`src/rtl/bin_target_locate.sv`:
```
// Per-frame foreground statistics (count, bounding box, centroid) for a 1-bit pixel stream.
// Optional macro CENTROID_ROUND_EN: round-to-nearest centroid instead of truncation.
module bin_target_locate #(
    parameter logic [10:0] IMG_HDISP  = 11'd1280,
    parameter logic [10:0] IMG_VDISP  = 11'd720,
    parameter logic [19:0] MIN_PIXELS = 20'd16
) (
    input  logic        clk,
    input  logic        rst_n,
    input  logic        per_img_vsync,
    input  logic        per_img_href,
    input  logic        per_img_bit,
    output logic        result_valid,
    output logic        target_found,
    output logic [19:0] pixel_cnt,
    output logic [10:0] box_xmin,
    output logic [10:0] box_xmax,
    output logic [10:0] box_ymin,
    output logic [10:0] box_ymax,
    output logic [10:0] cent_x,
    output logic [10:0] cent_y
);

    typedef enum logic [1:0] {
        IDLE  = 2'd0,
        ACCUM = 2'd1,
        DIV   = 2'd2,
        DONE  = 2'd3
    } state_t;

    function automatic logic [10:0] sat_inc(input logic [10:0] v);
        return (v == 11'h7FF) ? v : v + 11'd1;
    endfunction

    // One restoring-division step: returns {remainder, shifted dividend/quotient}.
    function automatic logic [51:0] div_step(input logic [19:0] rem, input logic [31:0] dq,
                                             input logic [19:0] dsr);
        logic [20:0] sh;
        logic [19:0] diff;
        sh   = {rem, dq[31]};
        diff = sh[19:0] - dsr;
        if (sh >= {1'b0, dsr}) begin
            return {diff, dq[30:0], 1'b1};
        end else begin
            return {sh[19:0], dq[30:0], 1'b0};
        end
    endfunction

    logic        vsync_d_r, href_d_r, armed_r, frame_active_r, frame_end_r;
    logic        rise_s, fall_s, href_rise_s, href_fall_s, pix_s;
    logic [10:0] x_r, y_r, x_cur_s, y_cur_s;

    logic [19:0] cnt_r, cnt_b_s, cnt_n_s;
    logic [31:0] sum_x_r, sum_y_r, sum_x_b_s, sum_y_b_s, sum_x_n_s, sum_y_n_s, bias_s;
    logic [10:0] xmin_r, xmax_r, ymin_r, ymax_r;
    logic [10:0] xmin_b_s, xmax_b_s, ymin_b_s, ymax_b_s;
    logic [10:0] xmin_n_s, xmax_n_s, ymin_n_s, ymax_n_s;

    state_t      state_r, state_n_s;
    logic        snap_s, div_en_s, load_s;
    logic [19:0] dsr_r, rem_x_r, rem_y_r;
    logic [31:0] dq_x_r, dq_y_r;
    logic [5:0]  iter_r;
    logic [10:0] sxmin_r, sxmax_r, symin_r, symax_r;

    // Frame/line edge detection and pixel coordinate generation.
    always_comb begin
        rise_s      = per_img_vsync & ~vsync_d_r & armed_r;
        fall_s      = ~per_img_vsync & vsync_d_r & frame_active_r;
        href_rise_s = per_img_href & ~href_d_r;
        href_fall_s = ~per_img_href & href_d_r;
        x_cur_s     = href_rise_s ? 11'd0 : x_r;
        y_cur_s     = rise_s ? 11'd0 : y_r;
        pix_s       = per_img_vsync & per_img_href & per_img_bit & (frame_active_r | rise_s)
                      & (x_cur_s < IMG_HDISP) & (y_cur_s < IMG_VDISP);
    end

    // Registered sync signals; armed_r blocks a frame already running when reset releases.
    always_ff @(posedge clk or negedge rst_n) begin
        if (!rst_n) begin
            vsync_d_r      <= 1'b0;
            href_d_r       <= 1'b0;
            armed_r        <= 1'b0;
            frame_active_r <= 1'b0;
            frame_end_r    <= 1'b0;
            x_r            <= 11'd0;
            y_r            <= 11'd0;
        end else begin
            vsync_d_r      <= per_img_vsync;
            href_d_r       <= per_img_href;
            armed_r        <= armed_r | ~per_img_vsync;
            frame_active_r <= rise_s | (frame_active_r & ~fall_s);
            frame_end_r    <= fall_s;
            x_r            <= per_img_href ? sat_inc(x_cur_s) : x_r;
            y_r            <= rise_s ? 11'd0 : (href_fall_s ? sat_inc(y_r) : y_r);
        end
    end

    // Accumulator next values; frame start reinitialises before the same-cycle pixel.
    always_comb begin
        cnt_b_s   = rise_s ? 20'd0 : cnt_r;
        sum_x_b_s = rise_s ? 32'd0 : sum_x_r;
        sum_y_b_s = rise_s ? 32'd0 : sum_y_r;
        xmin_b_s  = rise_s ? 11'h7FF : xmin_r;
        xmax_b_s  = rise_s ? 11'd0 : xmax_r;
        ymin_b_s  = rise_s ? 11'h7FF : ymin_r;
        ymax_b_s  = rise_s ? 11'd0 : ymax_r;
        cnt_n_s   = cnt_b_s;
        sum_x_n_s = sum_x_b_s;
        sum_y_n_s = sum_y_b_s;
        xmin_n_s  = xmin_b_s;
        xmax_n_s  = xmax_b_s;
        ymin_n_s  = ymin_b_s;
        ymax_n_s  = ymax_b_s;
        if (pix_s) begin
            cnt_n_s   = cnt_b_s + 20'd1;
            sum_x_n_s = sum_x_b_s + {21'd0, x_cur_s};
            sum_y_n_s = sum_y_b_s + {21'd0, y_cur_s};
            xmin_n_s  = (x_cur_s < xmin_b_s) ? x_cur_s : xmin_b_s;
            xmax_n_s  = (x_cur_s > xmax_b_s) ? x_cur_s : xmax_b_s;
            ymin_n_s  = (y_cur_s < ymin_b_s) ? y_cur_s : ymin_b_s;
            ymax_n_s  = (y_cur_s > ymax_b_s) ? y_cur_s : ymax_b_s;
        end else begin
            cnt_n_s   = cnt_b_s;
        end
`ifdef CENTROID_ROUND_EN
        bias_s = {13'd0, cnt_r[19:1]};
`else
        bias_s = 32'd0;
`endif
    end

    // Accumulator registers.
    always_ff @(posedge clk or negedge rst_n) begin
        if (!rst_n) begin
            cnt_r   <= 20'd0;
            sum_x_r <= 32'd0;
            sum_y_r <= 32'd0;
            xmin_r  <= 11'd0;
            xmax_r  <= 11'd0;
            ymin_r  <= 11'd0;
            ymax_r  <= 11'd0;
        end else begin
            cnt_r   <= cnt_n_s;
            sum_x_r <= sum_x_n_s;
            sum_y_r <= sum_y_n_s;
            xmin_r  <= xmin_n_s;
            xmax_r  <= xmax_n_s;
            ymin_r  <= ymin_n_s;
            ymax_r  <= ymax_n_s;
        end
    end

    // FSM state register.
    always_ff @(posedge clk or negedge rst_n) begin
        if (!rst_n) begin
            state_r <= IDLE;
        end else begin
            state_r <= state_n_s;
        end
    end

    // FSM next state; a frame ending outside ACCUM is dropped.
    always_comb begin
        state_n_s = state_r;
        case (state_r)
            IDLE:    state_n_s = (rise_s | frame_active_r) ? ACCUM : IDLE;
            ACCUM:   state_n_s = frame_end_r ? ((cnt_r == 20'd0) ? DONE : DIV) : ACCUM;
            DIV:     state_n_s = (iter_r == 6'd31) ? DONE : DIV;
            DONE:    state_n_s = (rise_s | frame_active_r) ? ACCUM : IDLE;
            default: state_n_s = IDLE;
        endcase
    end

    // FSM outputs.
    always_comb begin
        snap_s   = (state_r == ACCUM) & frame_end_r;
        div_en_s = (state_r == DIV);
        load_s   = (state_r == DONE);
    end

    // Snapshot plus first division step, then 31 more steps in DIV.
    always_ff @(posedge clk or negedge rst_n) begin
        if (!rst_n) begin
            dsr_r   <= 20'd0;
            rem_x_r <= 20'd0;
            rem_y_r <= 20'd0;
            dq_x_r  <= 32'd0;
            dq_y_r  <= 32'd0;
            iter_r  <= 6'd0;
            sxmin_r <= 11'd0;
            sxmax_r <= 11'd0;
            symin_r <= 11'd0;
            symax_r <= 11'd0;
        end else if (snap_s) begin
            dsr_r              <= cnt_r;
            {rem_x_r, dq_x_r}  <= div_step(20'd0, sum_x_r + bias_s, cnt_r);
            {rem_y_r, dq_y_r}  <= div_step(20'd0, sum_y_r + bias_s, cnt_r);
            iter_r             <= 6'd1;
            sxmin_r            <= xmin_r;
            sxmax_r            <= xmax_r;
            symin_r            <= ymin_r;
            symax_r            <= ymax_r;
        end else if (div_en_s) begin
            {rem_x_r, dq_x_r}  <= div_step(rem_x_r, dq_x_r, dsr_r);
            {rem_y_r, dq_y_r}  <= div_step(rem_y_r, dq_y_r, dsr_r);
            iter_r             <= iter_r + 6'd1;
        end else begin
            iter_r             <= iter_r;
        end
    end

    // Result set: loaded together in DONE and held until the next pulse.
    always_ff @(posedge clk or negedge rst_n) begin
        if (!rst_n) begin
            result_valid <= 1'b0;
            target_found <= 1'b0;
            pixel_cnt    <= 20'd0;
            box_xmin     <= 11'd0;
            box_xmax     <= 11'd0;
            box_ymin     <= 11'd0;
            box_ymax     <= 11'd0;
            cent_x       <= 11'd0;
            cent_y       <= 11'd0;
        end else if (load_s) begin
            result_valid <= 1'b1;
            pixel_cnt    <= dsr_r;
            if (dsr_r == 20'd0) begin
                target_found <= 1'b0;
                box_xmin     <= 11'd0;
                box_xmax     <= 11'd0;
                box_ymin     <= 11'd0;
                box_ymax     <= 11'd0;
                cent_x       <= 11'd0;
                cent_y       <= 11'd0;
            end else begin
                target_found <= (dsr_r >= MIN_PIXELS);
                box_xmin     <= sxmin_r;
                box_xmax     <= sxmax_r;
                box_ymin     <= symin_r;
                box_ymax     <= symax_r;
                cent_x       <= dq_x_r[10:0];
                cent_y       <= dq_y_r[10:0];
            end
        end else begin
            result_valid <= 1'b0;
        end
    end

endmodule

```
`config.mk`:
```
export PLATFORM = sky130hd
export DESIGN_NAME = bin_target_locate
export DESIGN_NICKNAME = d
export VERILOG_FILES = /design/src/rtl/bin_target_locate.sv
export SDC_FILE = /design/constraint.sdc
export NUM_CORES = 1
export LEC_CHECK = 0
export CORE_AREA = 2 2 308 218
export CTS_CLUSTER_SIZE = 40
export DETAILED_ROUTE_END_ITERATION = 8
export DIE_AREA = 0 0 310 220
export PLACE_DENSITY = 0.58
export SLEW_MARGIN = 20
export SYNTH_ARGS = -nofsm -noshare
export SYNTH_HDL_FRONTEND = slang
export SYNTH_SLANG_ARGS = --single-unit
```
`constraint.sdc`:
```
create_clock -name clk -period 4.55 [get_ports clk]
set_input_delay 1.1375 -clock clk [delete_from_list [all_inputs] [get_ports clk]]
set_output_delay 1.1375 -clock clk [all_outputs]
set_load 0.01 [all_outputs]
```
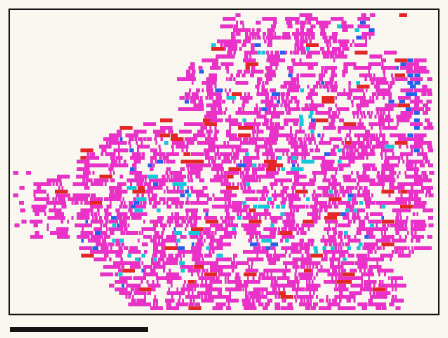
sizes.png
Bar = 100 um.
Key: _2 cells = blue [cells 67]; _0 and _1 cells = magenta [cells 2370]; _6 and larger = red [cells 73]; _3 and _4 cells = cyan [cells 81]

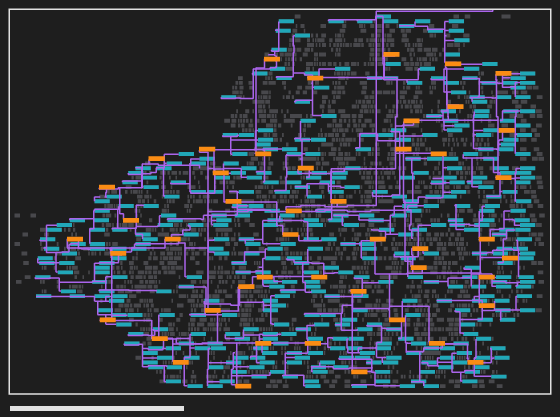
clk_routes.png
Bar = 100 um.
Key: clock drivers = orange [count 47]; flip-flops = cyan [count 419]; clock wires = purple [length 6080 um]
Position of the flops: spread over the die.
Power Clock: 3.97 mW
source-to-sink clock delay at the later pin of the worst-skew pair: 590 ps
part of the power in the clock network: 32.2%

## worst max path at each step
stage / cells after the start / slack, ps / endpoint
4_1_cts: 14 / 630 / sum_x_r[19]$_DFF_PN0_
6_report: 15 / 530 / xmax_r[4]$_DFF_PN0_
3_5_place_dp: 14 / 30 / sum_x_r[19]$_DFF_PN0_
5_1_grt: 14 / 340 / sum_x_r[19]$_DFF_PN0_
3_3_place_gp: 15 / 20 / xmax_r[4]$_DFF_PN0_
2_1_floorplan: 18 / 300 / sum_y_r[31]$_DFF_PN0_
## final cells by class
| cell class | count | area [sq um] |
|---|---|---|
| antenna | 1 | 2.502 |
| clock buffer | 65 | 1396 |
| timing repair buffer | 158 | 1496 |
| fill | 6541 | 39270 |
| inverter | 148 | 555.5 |
| tap | 891 | 1115 |
| clock inverter | 22 | 227.7 |
| multi-input combinational | 1779 | 11090 |
| sequential | 419 | 10490 |
## layer usage
layer / global-route usage (%) / routed length [um]
met5: 0 / 0
met2: 24.67 / 23760
met4: 4.525 / 1069
met1: 28.13 / 31120
met3: 2.404 / 3595
## tightest hold or removal path: stages (launching register included)
cell and delay (ps):
dfrtp_1 340, nand2_1 50, nand2_1 50
## cells in the final DEF, fill, tap and decap left out, types with 52 or more instances in the layout
cell type / n
a21oi_1: 114
buf_4: 60
clkdlybuf4s50_1: 91
dfrtp_1: 419
ha_1: 101
inv_1: 147
mux2i_1: 98
nand2_1: 444
nor2_1: 188
o21ai_0: 258
xnor2_1: 67
xor2_1: 52
## power groups by stage
stage,Clock (mW),Sequential [mW],Combinational (mW)
final,3.97,4.73,3.62
after global routing,4.23,4.81,4.06
after CTS,4.09,4.73,3.61
after detailed placement,0,4.80,3.58
after global placement,0,4.78,3.53
after floorplan,0,4.69,2.51
==> run summary <==
The layout was made with Yosys and OpenROAD.

The flow ran to the end, and the final reports show no timing, DRC or antenna violations. For the worst flop-to-flop path, the logic depth is 10. Among the non-sequential cells, simple AND/OR/NAND/NOR gates take the most area. The internal power is between 8 and 9 mW. The peak fanout along the critical path is 24.

The worst-case headroom to the max-slew limit is 32.16%. The average detailed-routed wire length per instance is ~17 um. The H-tree depth is 2. The endpoint identified for the worst register-to-register timing path is rem_y_r[15]$_DFFE_PN0P_. The leading area contributor after synthesis is dfrtp_1.

Entering global routing, the biggest net connects a little under 100 pins. The slowest stage cell on the critical path is clkdlybuf4s50_1. In this run the deepest clock path goes through 3 buffers. The data required time of the worst path is approximately 5000 ps. The fraction of layout instances using a drive strength above 1 is 8.530%. Looking at the cell usage after synthesis, the top flip-flop cell is dfrtp_1. The clock net in this run drives a total of 419 sinks. The number of library cell types mapped by synthesis is just over 90. The worst endpoint data arrival time is about 4500 ps. The detailed placement HPWL is 42.38 mm. The quantity of I/O buffers inserted on ports is 92.

Per the OpenROAD power report, switching power amounts to 4.133 mW. Across all stage logs, warnings added up to 29. The worst clock skew on the final layout is 30.85 ps. The DRC violation count after routing is 0. The layout-stage area growth over the synthesis result is 16.40%.

The die is 220 um tall. The peak ir drop on the vdd network is 0.2682 mV. The via count of the first global-routing pass is ~18000.

Per the OpenROAD power report, leakage power amounts to between 10 and 15 nW. Per the final timing report, the hold violations number 0. The most critical hold endpoint after final layout shows a slack of about 470 ps. The final estimated routing congestion in global placement is about 0.93. The first-pass detailed-route iteration total is 6.

The violation tally recorded at the end of detailed-routing iteration 0 is 1405. The sequential share of power is 38.4%. The slack of the worst reg-to-reg path is approximately 1000 ps. The worst path uses 88.27% of the clock period. The total power density per cell area is 467.2 nW/um^2. At floorplan, the net count of the design was reported as ~2600. The wire length of the first global-routing pass is roughly 97 mm. The timing report shows the most common cell along the critical path to be a21oi_1.

The detailed placer reported the number of placed instances as 3395. Setup repair after global routing left no endpoint under its margin. The depth of the worst hold-timing path is 2. Per the synthesis report, the AND-OR/OR-AND share of the synthesized area is 15.21%. The element type at the critical path start is a primary input.

The initial antenna violation count is 3. The clock buffer count from CTS is 47.
No activity file was given, so power comes from the tool's default toggle rates.
